--- config.mk ---
export PLATFORM = sky130hd
export DESIGN_NAME = mips_run_ctrl
export DESIGN_NICKNAME = d
export VERILOG_FILES = /design/src/rtl/mips_run_ctrl_pkg.sv /design/src/rtl/mips_run_ctrl_down_cnt.sv /design/src/rtl/mips_run_ctrl.sv
export SDC_FILE = /design/constraint.sdc
export NUM_CORES = 1
export LEC_CHECK = 0
export CAP_MARGIN = 20
export CORE_ASPECT_RATIO = 1.75
export CORE_UTILIZATION = 54
export CTS_CLUSTER_DIAMETER = 120
export DETAILED_ROUTE_END_ITERATION = 10
export GPL_ROUTABILITY_DRIVEN = 1
export GPL_TIMING_DRIVEN = 0
export MAX_ROUTING_LAYER = met4
export PLACE_DENSITY = 0.8
export SYNTH_ARGS = -nofsm -noshare
export SYNTH_HDL_FRONTEND = slang
export SYNTH_SLANG_ARGS = --single-unit
--- constraint.sdc ---
create_clock -name clk -period 3.4 [get_ports clk]
set_input_delay 0.34 -clock clk [delete_from_list [all_inputs] [get_ports clk]]
set_output_delay 0.34 -clock clk [all_outputs]
set_load 0.01 [all_outputs]
--- src/rtl/mips_run_ctrl_pkg.sv ---
// Shared types for the MIPS run controller: session state and mode encodings.
package mips_run_ctrl_pkg;

  typedef enum logic [2:0] {
    ST_IDLE,
    ST_HOLD,
    ST_RUN,
    ST_SWAIT,
    ST_SEXEC,
    ST_DONE
  } state_t;

  typedef enum logic [1:0] {
    MODE_BOUNDED     = 2'b00,
    MODE_FREE        = 2'b01,
    MODE_STEP        = 2'b10,
    MODE_BOUNDED_ALT = 2'b11
  } mode_t;

endpackage

--- src/rtl/mips_run_ctrl_down_cnt.sv ---
// Loadable down counter with zero flag; stops at zero instead of wrapping.
module runctl_down_cnt #(
  parameter int unsigned W = 16
) (
  input  logic         clk,
  input  logic         reset,
  input  logic         load,
  input  logic [W-1:0] load_val,
  input  logic         dec,
  output logic         zero
);

  logic [W-1:0] cnt;

  always_ff @(posedge clk or negedge reset) begin
    if (!reset) begin
      cnt <= '0;
    end else if (load) begin
      cnt <= load_val;
    end else if (dec && cnt != '0) begin
      cnt <= cnt - 1'b1;
    end
  end

  assign zero = (cnt == '0);

endmodule

--- src/rtl/mips_run_ctrl.sv ---
// Run controller for MIPS cores: reset hold, bounded/free-run/single-step sessions.
// Optional heartbeat watchdog enabled by defining RUNCTL_WDOG_EN.
module mips_run_ctrl
  import mips_run_ctrl_pkg::*;
#(
  parameter int unsigned NUM_CORES    = 1,
  parameter int unsigned CNT_W        = 16,
  parameter int unsigned RESET_CYCLES = 5,
  parameter int unsigned RUN_CYCLES   = 20,
  parameter int unsigned WDOG_CYCLES  = 64
) (
  input  logic                 clk,
  input  logic                 reset,
  input  logic                 start,
  input  logic [1:0]           mode,
  input  logic                 step,
  input  logic                 abort,
  input  logic [NUM_CORES-1:0] core_en_mask,
  input  logic [CNT_W-1:0]     run_budget,
  output logic [NUM_CORES-1:0] core_reset,
  output logic [NUM_CORES-1:0] core_clk_en,
  output logic                 busy,
  output logic                 done,
  output logic [CNT_W-1:0]     cycle_count
`ifdef RUNCTL_WDOG_EN
  ,
  input  logic [NUM_CORES-1:0] heartbeat,
  output logic                 wdog_trip
`endif
);

  localparam int unsigned HOLD_W = $clog2(RESET_CYCLES + 1);

  state_t               state, nxt;
  logic [NUM_CORES-1:0] mask_q;
  logic [1:0]           mode_q;
  logic                 load;
  logic                 hold_zero;
  logic                 budget_zero;
  logic                 executing;
  logic                 wdog_hit;
  logic [CNT_W-1:0]     eff_budget;

  assign load       = (state == ST_IDLE) && start;
  assign executing  = (state == ST_RUN) || (state == ST_SEXEC);
  assign eff_budget = (run_budget == '0) ? CNT_W'(RUN_CYCLES) : run_budget;

  // Counters are loaded with N-1 so the zero flag marks the last cycle of the phase.
  runctl_down_cnt #(.W(HOLD_W)) u_hold (
    .clk      (clk),
    .reset    (reset),
    .load     (load),
    .load_val (HOLD_W'(RESET_CYCLES - 1)),
    .dec      (state == ST_HOLD),
    .zero     (hold_zero)
  );

  runctl_down_cnt #(.W(CNT_W)) u_budget (
    .clk      (clk),
    .reset    (reset),
    .load     (load),
    .load_val (eff_budget - 1'b1),
    .dec      (executing),
    .zero     (budget_zero)
  );

  always_comb begin
    nxt = state;
    case (state)
      ST_IDLE:  if (start) nxt = ST_HOLD;
      ST_HOLD: begin
        if (abort)          nxt = ST_DONE;
        else if (hold_zero) nxt = (mode_q == MODE_STEP) ? ST_SWAIT : ST_RUN;
      end
      ST_RUN: begin
        if (abort || wdog_hit)                      nxt = ST_DONE;
        else if (mode_q != MODE_FREE && budget_zero) nxt = ST_DONE;
      end
      ST_SWAIT: begin
        if (abort)     nxt = ST_DONE;
        else if (step) nxt = ST_SEXEC;
      end
      ST_SEXEC: nxt = (abort || wdog_hit || budget_zero) ? ST_DONE : ST_SWAIT;
      ST_DONE:  nxt = ST_IDLE;
      default:  nxt = ST_IDLE;
    endcase
  end

  // Outputs are registered from the next state so they line up with the state register.
  always_ff @(posedge clk or negedge reset) begin
    if (!reset) begin
      state       <= ST_IDLE;
      mask_q      <= '0;
      mode_q      <= '0;
      core_reset  <= '1;
      core_clk_en <= '0;
      busy        <= 1'b0;
      done        <= 1'b0;
      cycle_count <= '0;
    end else begin
      state       <= nxt;
      busy        <= (nxt != ST_IDLE);
      done        <= (nxt == ST_DONE);
      core_clk_en <= (nxt == ST_RUN || nxt == ST_SEXEC) ? mask_q : '0;
      core_reset  <= (nxt == ST_IDLE || nxt == ST_HOLD) ? '1 : ~mask_q;
      if (load) begin
        mask_q      <= core_en_mask;
        mode_q      <= mode;
        cycle_count <= '0;
      end else if (executing && cycle_count != '1) begin
        cycle_count <= cycle_count + 1'b1;
      end
    end
  end

`ifdef RUNCTL_WDOG_EN
  localparam int unsigned WD_W = $clog2(WDOG_CYCLES + 1);

  logic [WD_W-1:0]      wd_cnt [NUM_CORES];
  logic [NUM_CORES-1:0] wd_expire;

  always_comb begin
    wd_expire = '0;
    for (int unsigned i = 0; i < NUM_CORES; i++) begin
      wd_expire[i] = mask_q[i] && !heartbeat[i] && (wd_cnt[i] == WD_W'(WDOG_CYCLES - 1));
    end
  end

  assign wdog_hit = executing && (|wd_expire);

  always_ff @(posedge clk or negedge reset) begin
    if (!reset) begin
      wdog_trip <= 1'b0;
      for (int unsigned i = 0; i < NUM_CORES; i++) wd_cnt[i] <= '0;
    end else if (load) begin
      wdog_trip <= 1'b0;
      for (int unsigned i = 0; i < NUM_CORES; i++) wd_cnt[i] <= '0;
    end else if (executing) begin
      if (wdog_hit && !abort) wdog_trip <= 1'b1;
      for (int unsigned i = 0; i < NUM_CORES; i++) begin
        if (heartbeat[i] || !mask_q[i])  wd_cnt[i] <= '0;
        else if (wd_cnt[i] != '1)        wd_cnt[i] <= wd_cnt[i] + 1'b1;
      end
    end
  end
`else
  // WDOG_CYCLES stays a parameter so instantiations are identical in both builds.
  assign wdog_hit = 1'b0 & (WDOG_CYCLES == 0);
`endif

endmodule

==> GITHUB_STEP_SUMMARY, run 1 <==
### Metrics collected by this job

| Metric | Value |
|---|---|
| Yosys warns | 0 |
| Period minus WS final | 3.226 ns |
| CP Data Arrival Time | 3.44 ns |
| Number of enable flip-flop cells | 0 |
| Total grt overflow | 0 |
| Crit-path max FO | 10 |
| DRC viols | 2 |
| Logic area | 1622 sq um |
| Count of non-CTS buffers in the layout | 59 |
| Clk network pwr share | 14.3% |
| CP endpoint kind | flip-flop |
| Wire length on met1 | 2.702 mm |
| Comb power frac | 47.4% |
| Max-cap violations | 0 |
| RD Place Congestion | 0.8822 |
| Reg clk slew, reported paths | 0.09 ns |
| Data buffer area share | 15.69% |
| TNS Setup | 0 ns |
| # Taps | 54 |
| Fin. Hold Viols | 0 |
| Clock Path Buffers | 2 |
| Share of post-route cells with drive strength above 1 | 8.800% |
| Buffers & Inverters on Critical Path | 4 |
| Failing checks | DRC |
| Status | finished with violations |
| CP startpoint kind | flip-flop |
| Cell count after synthesis | 322 |
| Yosys stat chip area | 2879 sq um |
| Ports | 44 |
| Synth Seq Share | 39.16% |
| Yosys cell count | 322 |
| Syn avg cell area | 8.941 sq um |
| Register area | 1127 sq um |
| Metal2 WL | 3.612 mm |
| Flops | 45 |
| Diode count | 0 |
| Worst VDD drop | 0.0004351 V |
| 1st-iter DRT viols | 131 |
| DP Area | 3392 sq um |
| Drt via density | 5.949 |
| Sw frac | 41.33% |
| Fp_density | 56.87% |
-- run 1: stage by stage --
stage | utilization (%) | power [mW] | cells | setup WS, ns
2_1_floorplan | - | 1.633 | 322 | 0.3518
3_3_place_gp | 66.71 | 1.929 | 419 | -0.3075
3_5_place_dp | 67.00 | 1.964 | 420 | -0.3525
4_1_cts | 68.91 | 2.295 | 429 | 0.02617
5_1_grt | 68.98 | 2.469 | 429 | 0.03192
6_report | 68.98 | 2.294 | 429 | 0.1739
-- run 1: worst paths after layout --
path	start	endpoint	slack, ns	cells past startpoint
setup / recovery	state[1]$_DFF_PN0_	u_budget.cnt[12]$_DFFE_PN0P_	0.17	12
max in group asynchronous	reset	core_clk_en$_DFF_PN0_	2.42	3
hold / removal	mask_q$_DFFE_PN0N_	core_reset$_DFF_PN1_	0.41	1
hold reg to reg	mask_q$_DFFE_PN0N_	core_reset$_DFF_PN1_	0.41	1
min in group asynchronous	reset	u_budget.cnt[12]$_DFFE_PN0P_	0.48	2
setup reg to reg	state[1]$_DFF_PN0_	u_budget.cnt[12]$_DFFE_PN0P_	0.17	12
-- run 1: cell usage in the layout, fill, tap and decap left out, drive strengths merged, types with 2 or more instances in the layout --
cell and instances:
or3 7, nor2b 3, clkdlybuf4s50 42, a21oi 16
nor3 18, a211oi 3, o211ai 5, xor2 12
clkbuf 11, xnor2 20, a221oi 3, inv 12
nand3 16, buf 11, clkinv 2, o21ai 19
dfrtp 44, nand2b 4, nor2 33, mux2i 9
nand2 33, nand3b 2, ha 4, nor4 7
nand4 4, nand4b 2, and2 6, nor3b 3
o31a 2
-- run 1: per-layer routing --
metal	global-route usage (%)	vias up
li1	-	1241
met1	26.56	1219
met2	48.05	67
met3	3.018	25
met4	14.07	0
met5	-	-
-- run 1: synthesized netlist by cell type (3+ instances only) --
library cell  count
dfrtp_1          44
xnor2_1          20
nor4_1            6
inv_1            12
and2_1            6
xor2_1           12
clkbuf_1          5
nand3_1          16
a21oi_1          16
ha_1              4
nor2b_1           3
nand4_1           4
a211oi_1          3
mux2i_1           8
nand2_1          33
buf_2             4
nor2_1           31
o21ai_1           3
nor3_1           16
or3_1             7
o211ai_1          5
buf_6             4
nand2b_1          4
o21ai_0          15
-- run 1: power by group through the flow --
stage / clock network (mW) / registers, mW / logic (mW)
floorplan: 0 / 0.865 / 0.768
global placement: 0 / 0.879 / 1.05
detailed placement: 0 / 0.887 / 1.08
CTS: 0.332 / 0.875 / 1.09
global route: 0.347 / 0.903 / 1.22
finish: 0.329 / 0.878 / 1.09
-- run 1: cells by family (layout without fill, tap and decap cells) --
| kind of cell | after synthesis | count (layout) | share of synthesized area (%) |
|---|---|---|---|
| flops | 45 | 45 | 39.16 |
| buf+inv | 26 | 79 | 4.606 |
| compound gates | 61 | 61 | 14.52 |
| fa+ha+maj | 4 | 4 | 1.738 |
| simple gates | 144 | 144 | 26.60 |
| mux | 10 | 10 | 3.651 |
| xor+xnor | 32 | 32 | 9.735 |
-- run 1: repair_timing --
action	CTS	global route
hold buffers	1	0
endpoints found under the hold margin	13	0
gates cloned	0	0
pin swaps	0	0
setup endpoints to repair	4	4
resized	2	3
Fig. 1: run 1, metal 4
Bar = 20 um. Supply wires on this layer in grey.
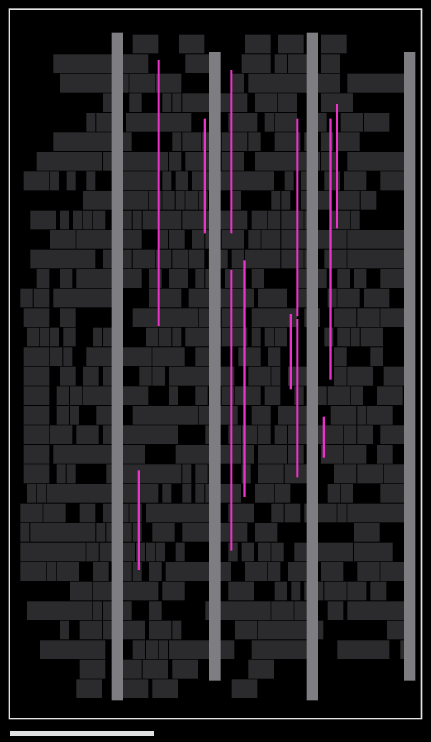
- nets with wire on the layer: 11
- longest straight run: 38.8 um
final wirelength: 6.790 mm
routed vias: 2552

Fig. 2: run 1, metal 1
Supply wires on this layer in grey.
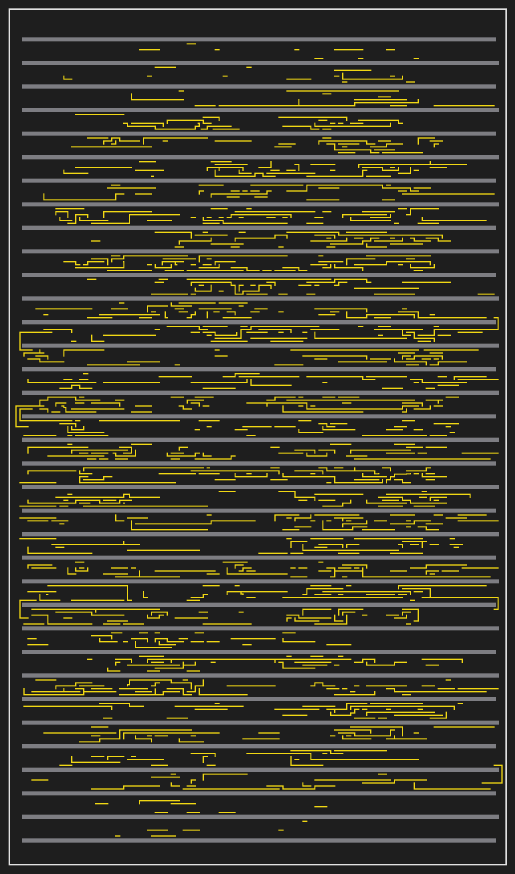
- nets with wire on the layer: 362
- main direction: horizontal
- share of all routed wire: 40%

Fig. 3: run 1, cells coloured by class
Bar = 20 um. Fill, decap, tap and diode cells in grey.
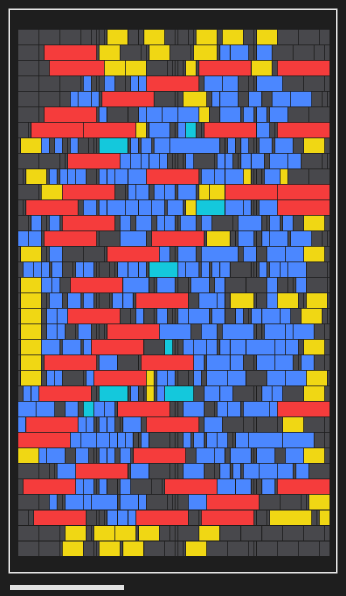
- other buffers and delay cells: yellow (cells 59; share of their area 16%)
- flops: red (cells 45; share of their area 33%)
- combinational and other logic: blue (cells 263; share of their area 49%)
- clock drivers and dummy loads: cyan (cells 8; share of their area 2.4%)
Layout Utilization: 68.98%
standard-cell rows: 34
final instance area: 3492 sq um

Fig. 4: run 1, routing congestion map
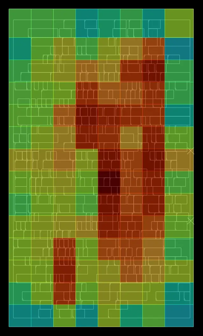
GR Util All Layers: 26.32%
wire per inst: 15.83 um
met1 usage: 26.56%
global-route met3 utilization: 3.018%

Fig. 5: run 1, cell area per tile
6 x 10 tiles, from white (low) to dark blue (high), 0 to 100% covered.
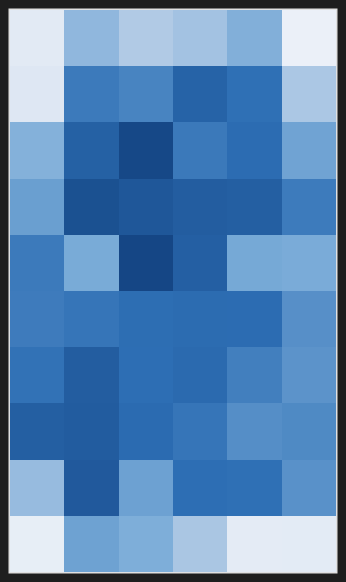

## Run 2: what changed since run 1
Settings changed: PLACE_DENSITY 0.8 to 0.9.
Fig. 6: run 2, cell area per tile
6 x 10 tiles, from white (low) to dark blue (high), 0 to 100% covered.
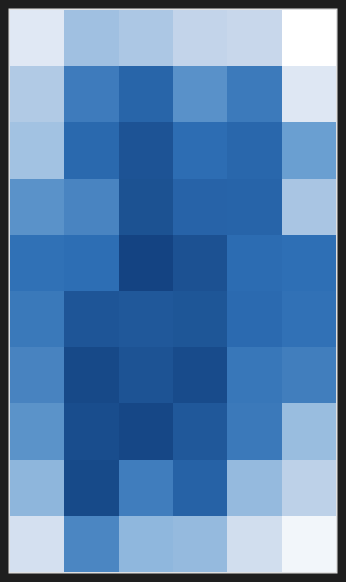
- fullest tile: 92%
- tiles over 75% full: 38%
- densest ninth of the die: centre
- nearly empty tiles: 1.7%
- mean over tiles: 61%
fp_density: 56.87%
core area: 5062 sq um
Layout Utilization: 69.57%

==> GITHUB_STEP_SUMMARY, run 2 <==
### Metrics collected by this job

| Metric | Value |
|---|---|
| Cts hold-fix bufs | 0 |
| Status | complete, no violations |
| CP Data Arrival Time | 3.43 ns |
| 1st-iter DRT viols | 162 |
| Top cells excl fill/tap | dfrtp_1 (44), clkdlybuf4s50_1 (42), nand2_1 (33) |
| Fin. Hold Viols | 0 |
| Final wirelength | 7.049 mm |
| CP endpoint kind | flip-flop |
| Cell Count, Final, Fillers Out | 430 |
| Crit-path max FO | 10 |
| Share of post-route cells with drive strength above 1 | 9.840% |
| Worst VDD drop | 0.0004097 V |
| Yosys cell count | 322 |
| Synth top cells by count | dfrtp_1 (44), nand2_1 (33), nor2_1 (31) |
| Max-cap violations | 0 |
| DRC viols | 0 |
| Period minus WS final | 3.192 ns |
| GR Util All Layers | 26.55% |
| Yosys warns | 0 |
| Reg clk slew, reported paths | 0.09 ns |
| CP startpoint kind | flip-flop |
| Drt via density | 6.126 |
| Cell with the most instances after synthesis | dfrtp_1 |
Fig. 7: run 2, cells coloured by class
Bar = 20 um. Fill, decap, tap and diode cells in grey.
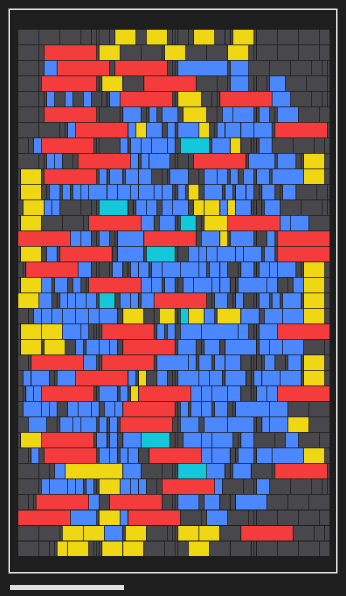
- other buffers and delay cells: yellow (cells 60; share of their area 16%)
- flops: red (cells 45; share of their area 33%)
- combinational and other logic: blue (cells 263; share of their area 49%)
- clock drivers and dummy loads: cyan (cells 8; share of their area 2.5%)

-- run 2: cell counts after synthesis --
No cell type changed its count.
-- run 2: stage by stage --
| step | TNS [ns] | area [sq um] | power, mW | utilization [%] |
|---|---|---|---|---|
| finish | 0 | 3522 | 2.353 | 69.57 |
| global route | 0 | 3522 | 2.526 | 69.57 |
| floorplan | 0 | 2879 | 1.633 | - |
| CTS | 0 | 3491 | 2.313 | 68.96 |
| detailed placement | -1.762 | 3400 | 1.971 | 67.15 |
| global placement | -1.274 | 3377 | 1.914 | 66.71 |
-- run 2: power breakdown --
group	switching [mW]	internal, mW	total (mW)
registers	0.162	0.720	0.882
logic	0.627	0.505	1.13
clock network	0.194	0.145	0.339
total	0.983	1.37	2.35
-- run 2: layout make-up --
type | count | area, sq um
clock inverter | 2 | 15.01
clock buffer | 6 | 72.57
fill | 408 | 1540
inverter | 12 | 45.04
multi-input combinational | 251 | 1634
sequential | 45 | 1127
timing repair buffer | 46 | 467.9
buffer | 14 | 92.59
tap | 54 | 67.56
-- run 2: path summary, 6_finish.rpt --
kind / from / end / slack [ns] / depth (start not counted)
max in group asynchronous: reset / u_budget.cnt[1]$_DFFE_PN0P_ / 2.89 / 2
worst max register to register: state[2]$_DFF_PN0_ / u_budget.cnt[14]$_DFFE_PN0P_ / 0.21 / 12
worst max-delay path: state[2]$_DFF_PN0_ / u_budget.cnt[14]$_DFFE_PN0P_ / 0.21 / 12
worst min register to register: mask_q$_DFFE_PN0N_ / core_reset$_DFF_PN1_ / 0.43 / 1
min in group clk: mask_q$_DFFE_PN0N_ / core_reset$_DFF_PN1_ / 0.43 / 1
worst min-delay path: reset / cycle_count[12]$_DFFE_PN0P_ / 0.006 / 1
-- run 2: logic make-up (layout without fill, tap and decap cells) --
group                      Yosys count  after routing  share of synthesized area [%]
buffers and inverters               26             80                          4.606
adders and majority gates            4              4                          1.738
xor gates and xnor gates            32             32                          9.735
and+or+nand+nor                    144            144                          26.60
muxes                               10             10                          3.651
DFF                                 45             45                          39.16
AOI/OAI and AO/OA                   61             61                          14.52
-- run 2: timing repair --
action                                  CTS  global route
gates resized                             2             5
pin swaps                                 0             2
endpoints found under the setup margin    4             6
hold endpoints to repair                  0             0
buffers inserted                          0             2
-- run 2: metal layers --
layer	share of wire, %	routed length [um]	up-vias	global-route usage, %
li1	-	-	1249	-
met1	39	2720	1286	28.19
met2	54	3837	79	46.43
met3	3.5	247	20	2.887
met4	3.4	243	0	15.57
met5	0	0	-	-
-- run 2: worst max-delay path: stages (launching register included) --
cell,delay [ns]
dfrtp_1,0.36
buf_2,0.18
or4b_1,0.46
buf_2,0.19
buf_2,0.21
clkbuf_4,0.21
a21oi_1,0.20
ha_2,0.22
nand2b_1,0.10
o31a_4,0.41
nand3b_1,0.19
mux2_1,0.33
o21ai_2,0.06
Power figures rest on the tool's default switching activity, not on a simulated workload.
